**config.mk**
```make
export PLATFORM = sky130hd
export DESIGN_NAME = fft_butterfly3
export DESIGN_NICKNAME = d
export VERILOG_FILES = /design/src/rtl/fft_butterfly3.sv
export SDC_FILE = /design/constraint.sdc
export NUM_CORES = 2
export LEC_CHECK = 0
export CAP_MARGIN = 0
export CORE_ASPECT_RATIO = 0.7
export CORE_MARGIN = 2
export CORE_UTILIZATION = 55
export CTS_BUF_LIST = sky130_fd_sc_hd__clkbuf_16
export CTS_CLUSTER_DIAMETER = 40
export DETAILED_ROUTE_END_ITERATION = 8
export PLACE_DENSITY_LB_ADDON = 0.3
export SYNTH_ARGS = -nofsm -noshare
export SYNTH_HDL_FRONTEND = slang
export SYNTH_SLANG_ARGS = --single-unit
```
**constraint.sdc**
```tcl
create_clock -name clk -period 11.6 [get_ports clk]
set_input_delay 1.74 -clock clk [delete_from_list [all_inputs] [get_ports clk]]
set_output_delay 1.74 -clock clk [all_outputs]
set_load 0.05 [all_outputs]
```
**src/rtl/fft_butterfly3.sv**
```systemverilog
// fft_butterfly3: last radix-2 stage of the 8-point FFT. Captures one frame of
// stage-2 results, applies the W8^k twiddles in Q8, forms the final sum and
// difference pairs, and streams X0..X7 out over a valid/ready handshake.
module fft_butterfly3 #(
  parameter int DATA_W = 16,
  parameter int COEF_W = 10,
  parameter int TW_Q8  = 181
) (
  input  logic                     clk,
  input  logic                     rst_n,
  input  logic                     in_valid,
  input  logic signed [DATA_W-1:0] fft_d1_real,
  input  logic signed [DATA_W-1:0] fft_d1_imag,
  input  logic signed [DATA_W-1:0] fft_d2_real,
  input  logic signed [DATA_W-1:0] fft_d2_imag,
  input  logic signed [DATA_W-1:0] fft_d3_real,
  input  logic signed [DATA_W-1:0] fft_d3_imag,
  input  logic signed [DATA_W-1:0] fft_d4_real,
  input  logic signed [DATA_W-1:0] fft_d4_imag,
  input  logic signed [DATA_W-1:0] fft_d5_real,
  input  logic signed [DATA_W-1:0] fft_d5_imag,
  input  logic signed [DATA_W-1:0] fft_d6_real,
  input  logic signed [DATA_W-1:0] fft_d6_imag,
  input  logic signed [DATA_W-1:0] fft_d7_real,
  input  logic signed [DATA_W-1:0] fft_d7_imag,
  input  logic signed [DATA_W-1:0] fft_d8_real,
  input  logic signed [DATA_W-1:0] fft_d8_imag,
  output logic                     out_valid,
  input  logic                     out_ready,
  output logic [2:0]               out_idx,
  output logic signed [DATA_W-1:0] out_real,
  output logic signed [DATA_W-1:0] out_imag,
  output logic                     in_busy,
  output logic                     frame_done,
  output logic                     ovf,
  input  logic                     ovf_clr
);

  localparam int PW = DATA_W + 2 + COEF_W;
  localparam logic signed [COEF_W-1:0] TW_C = COEF_W'(TW_Q8);

  typedef enum logic [1:0] {IDLE, CALC, DRAIN} state_t;

  state_t     state, state_nxt;
  logic       iv_q;
  logic       start;
  logic       accept;
  logic [2:0] ptr, ptr_nxt;

  logic signed [DATA_W-1:0] d_re [8];
  logic signed [DATA_W-1:0] d_im [8];
  logic signed [DATA_W-1:0] t_re_c [4];
  logic signed [DATA_W-1:0] t_im_c [4];
  logic signed [DATA_W-1:0] e_re_p0 [4];
  logic signed [DATA_W-1:0] e_im_p0 [4];
  logic signed [DATA_W-1:0] t_re_p0 [4];
  logic signed [DATA_W-1:0] t_im_p0 [4];
  logic signed [DATA_W-1:0] res_re_p1 [8];
  logic signed [DATA_W-1:0] res_im_p1 [8];

  // Sum and difference carry two guard bits so the later negation cannot overflow.
  function automatic logic signed [DATA_W+1:0] wide_add(input logic signed [DATA_W-1:0] a,
                                                        input logic signed [DATA_W-1:0] b);
    return (DATA_W+2)'(a) + (DATA_W+2)'(b);
  endfunction

  function automatic logic signed [DATA_W+1:0] wide_sub(input logic signed [DATA_W-1:0] a,
                                                        input logic signed [DATA_W-1:0] b);
    return (DATA_W+2)'(a) - (DATA_W+2)'(b);
  endfunction

  // Full-width Q8 multiply, floor shift by 8, then wrap back to the data width.
  function automatic logic signed [DATA_W-1:0] tw_scale(input logic signed [DATA_W+1:0] v);
    logic signed [PW-1:0] prod;
    prod = PW'(v) * PW'(TW_C);
    return DATA_W'(prod >>> 8);
  endfunction

  assign start  = in_valid & ~iv_q;
  assign accept = (state == DRAIN) & out_ready;

  // Gather the flat input ports into indexable arrays (index n holds d(n+1)).
  always_comb begin
    d_re[0] = fft_d1_real; d_im[0] = fft_d1_imag;
    d_re[1] = fft_d2_real; d_im[1] = fft_d2_imag;
    d_re[2] = fft_d3_real; d_im[2] = fft_d3_imag;
    d_re[3] = fft_d4_real; d_im[3] = fft_d4_imag;
    d_re[4] = fft_d5_real; d_im[4] = fft_d5_imag;
    d_re[5] = fft_d6_real; d_im[5] = fft_d6_imag;
    d_re[6] = fft_d7_real; d_im[6] = fft_d7_imag;
    d_re[7] = fft_d8_real; d_im[7] = fft_d8_imag;
  end

  // Twiddle products for W8^0..W8^3 on the odd half of the frame.
  always_comb begin
    t_re_c[0] = d_re[4];
    t_im_c[0] = d_im[4];
    t_re_c[1] = tw_scale(wide_add(d_re[5], d_im[5]));
    t_im_c[1] = tw_scale(wide_sub(d_im[5], d_re[5]));
    t_re_c[2] = d_im[6];
    t_im_c[2] = -d_re[6];
    t_re_c[3] = tw_scale(wide_sub(d_im[7], d_re[7]));
    t_im_c[3] = tw_scale(-wide_add(d_re[7], d_im[7]));
  end

  // Control registers: state, read pointer, edge detector, status flags.
  always_ff @(posedge clk or negedge rst_n) begin
    if (!rst_n) begin
      state      <= IDLE;
      ptr        <= 3'd0;
      iv_q       <= 1'b0;
      frame_done <= 1'b0;
      ovf        <= 1'b0;
    end else begin
      state      <= state_nxt;
      ptr        <= ptr_nxt;
      iv_q       <= in_valid;
      frame_done <= accept && (ptr == 3'd7);
      if (start && (state != IDLE))
        ovf <= 1'b1;
      else if (ovf_clr)
        ovf <= 1'b0;
    end
  end

  // Next-state logic: a start is honoured only from IDLE.
  always_comb begin
    state_nxt = state;
    ptr_nxt   = ptr;
    case (state)
      IDLE: begin
        if (start) state_nxt = CALC;
      end
      CALC: begin
        ptr_nxt   = 3'd0;
        state_nxt = DRAIN;
      end
      DRAIN: begin
        if (out_ready) begin
          ptr_nxt = ptr + 3'd1;
          if (ptr == 3'd7) state_nxt = IDLE;
        end
      end
      default: state_nxt = IDLE;
    endcase
  end

  // Stage p0: capture even terms and twiddled odd terms at frame start.
  always_ff @(posedge clk) begin
    if ((state == IDLE) && start) begin
      for (int k = 0; k < 4; k++) begin
        e_re_p0[k] <= d_re[k];
        e_im_p0[k] <= d_im[k];
        t_re_p0[k] <= t_re_c[k];
        t_im_p0[k] <= t_im_c[k];
      end
    end
  end

  // Stage p1: final butterflies into the natural-order result buffer.
  always_ff @(posedge clk) begin
    if (state == CALC) begin
      for (int k = 0; k < 4; k++) begin
        res_re_p1[k]   <= e_re_p0[k] + t_re_p0[k];
        res_im_p1[k]   <= e_im_p0[k] + t_im_p0[k];
        res_re_p1[k+4] <= e_re_p0[k] - t_re_p0[k];
        res_im_p1[k+4] <= e_im_p0[k] - t_im_p0[k];
      end
    end
  end

  // Output view is gated by state so reset clears it without a clock edge.
  always_comb begin
    out_valid = (state == DRAIN);
    in_busy   = (state != IDLE);
    out_idx   = out_valid ? ptr : 3'd0;
    out_real  = out_valid ? res_re_p1[ptr] : '0;
    out_imag  = out_valid ? res_im_p1[ptr] : '0;
  end

endmodule

```
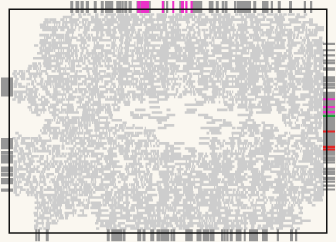
Fig. 1. I/O pins on the die edge.
Pins as bars across the die edge, other pins in grey.
- green: in_busy (pins 1; direction output; edge east)
- red: out_idx (pins 3; direction output; edge east)
- magenta: fft_d4_real (pins 16; direction input; edge 13 north, 3 east)
- all pins by edge: 101 north, 81 south, 76 east, 42 west

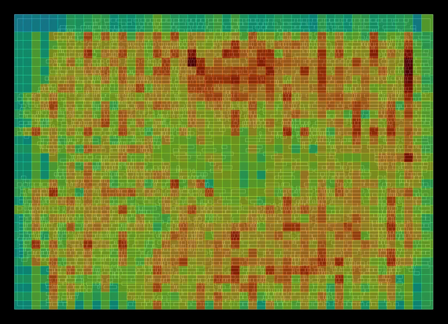
Fig. 2. Routing congestion map.
Most Crowded Layer GR: met1
gr usage total: 24.52%
GRT met2 Usage: 35.60%
routed len/inst: 18.42 microns

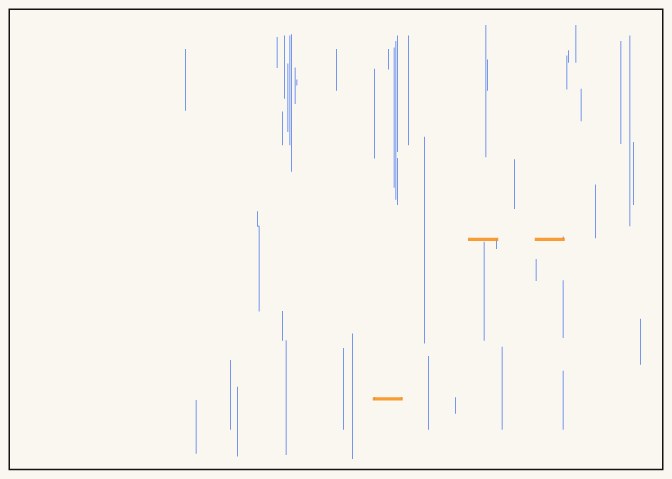
Fig. 3. Metal layers overlaid.
Two of the layers only.
- blue: met4 (wire length 1690 microns)
- orange: met5 (wire length 41.4 microns)
detailed-route via count: 28145
final wirelength: 96.31 mm

## critical path: cells and delay by family
kind            cells  cell delay, ns
simple gates        4            0.91
compound gates     10            2.18
buf+inv             6            0.77
fa+ha+maj           8            3.20
xor+xnor            2            0.29
## cell type report
class | instances | area, sq um
well taps | 989 | 1237
inverters | 802 | 3010
repair buffers | 312 | 3090
flip-flops and latches | 512 | 15340
clock inverters | 61 | 724.4
multi-input cells | 2472 | 23200
clock buffers | 80 | 2002
fillers | 5787 | 26540
## cell families after synthesis
family	count (synthesis)	synth area share, %
multiplexers	96	4.160
XOR/XNOR	351	7.376
AND-OR/OR-AND	590	9.224
AND/OR/NAND/NOR	643	7.454
flip-flops	512	36.71
buffers and inverters	868	7.802
adder cells (fa/ha/maj)	792	27.28
## cell usage in the layout (no fill, tap or decap), drive strengths merged, types with 13 or more instances in the layout
| master | n |
|---|---|
| a2111oi | 13 |
| a21o | 29 |
| a21oi | 215 |
| a31oi | 14 |
| and2 | 16 |
| and3 | 32 |
| buf | 13 |
| clkbuf | 80 |
| clkdlybuf4s50 | 299 |
| clkinv | 18 |
| edfxtp | 504 |
| fa | 198 |
| ha | 594 |
| inv | 826 |
| mux2i | 33 |
| mux4 | 62 |
| nand2 | 81 |
| nand2b | 36 |
| nand3 | 23 |
| nor2 | 256 |
| nor2b | 52 |
| nor3 | 68 |
| o21a | 19 |
| o21ai | 106 |
| o21bai | 63 |
| o31ai | 22 |
| or3 | 27 |
| xnor2 | 244 |
| xor2 | 107 |
==> flow_metrics.py <==
# Flow results
metrics = {
    "synth": {
        "ys_top_cells_by_count": "inv_1 (802), ha_1 (594), edfxtp_1 (504), nor2_1 (255), xnor2_1 (243)",
        "netlist_instances": 3852,
        "synthFlopType": "edfxtp_1",
        "edf_count": 504,
        "syn_area_per_cell_sq_um": 10.85,
        "top_area_cell": "edfxtp_1",
        "top_cell_area_share_pct": 36.23,
        "ys_chip_area_sq_um": 41780,
        "async_reset_ff_share_pct": 1.563,
        "post-synth-top-count-cell": "inv_1",
        "synth_cell_types": 81,
        "netlist_area_sq_um": 41780,
        "yosys_warnings": 0,
    },
    "routing": {
        "drcViolationCount": 0,
        "drtIter0Drc": 1984,
        "drt-pass1-iter-count": 5,
        "viasPerCell": 5.384,
        "ant_nets": 0,
        "met2_length_mm": 39.83,
        "wl_met3_mm": 7.171,
    },
    "clock_tree": {
        "root_buffer": "clkbuf_16",
        "post_cts_resized": 0,
        "clk_pin_slew_ns": 0.06,
        "cts_num_sinks": 512,
        "hold_buffers": 0,
        "clk_latency_ns": 0.61,
        "cts_buffers": 79,
        "cts_setup_buffers": 0,
        "cts_buffer_depth": 3,
        "cts_tree": "done",
    },
    "worst_setup_path": {
        "crit_start": "fft_d8_real[1]",
        "crit_end": "t_im_p0[3][15]$_DFFE_PP_",
        "cp_slowest_stage_delay_ns": 0.60,
        "reg2reg_to": "res_re_p1[6][15]$_DFFE_PP_",
        "end_kind": "register",
        "crit_type": "in -> reg",
        "critical_path_arrival_ns": 9.08,
        "r2r_cells": 11,
        "start_kind": "primary input",
        "rr_startpoint": "t_re_p0[2][1]$_DFFE_PP_",
        "cp_data_required_time_ns": 11.95,
        "cp_slowest_cell": "nor3_1",
        "cpMostUsedCell": "inv_1",
        "cp_max_fo": 5,
    },
    "final_timing": {
        "tightestPinTransition_ns": 1.102,
        "fin_tns_setup_ns": 0,
        "slew_headroom_pct": 25.99,
        "finalSetupViolations": 0,
        "holdWs_ns": 0.5553,
        "max_freq_mhz": 114.6,
        "hold_viol": 0,
        "rsz0062_at_grt": "false",
        "fin_ws_ns": 2.872,
        "final-max-slew-violation-count": 0,
        "skew_ns": 0.01734,
        "period_needed_ns": 8.728,
        "min_period_over_period_pct": 75.24,
    },
    "placed_design": {
        "gp_congestion": 0.9134,
        "dp_hpwl_mm": 77.17,
        "numPortBuffers": 299,
        "place_inst": 5087,
        "pre_cts_ws_ns": 2.276,
    },
    "final_layout": {
        "fin_cells": 5228,
        "drive_gt1_share_pct": 5.756,
        "final_area_sq_um": 48600,
        "final_util_pct": 64.68,
        "nets": 5232,
        "antenna_cells": 0,
    },
    "grt": {
        "antenna_found_initial": 7,
        "grt_max_degree": 81,
        "grt_pass1_wl_mm": 150.0,
    },
    "floorplanning": {
        "coreArea_sq_um": 75150,
    },
    "hold_path": {
        "whs_endpoint": "ovf$_DFFE_PN0P_",
        "min_path_type": "reg -> reg",
    },
    "status": {
        "outcome": "completed",
    },
    "job": {
        "openroad.warnings": 183,
        "drv_cap": 0,
    },
}
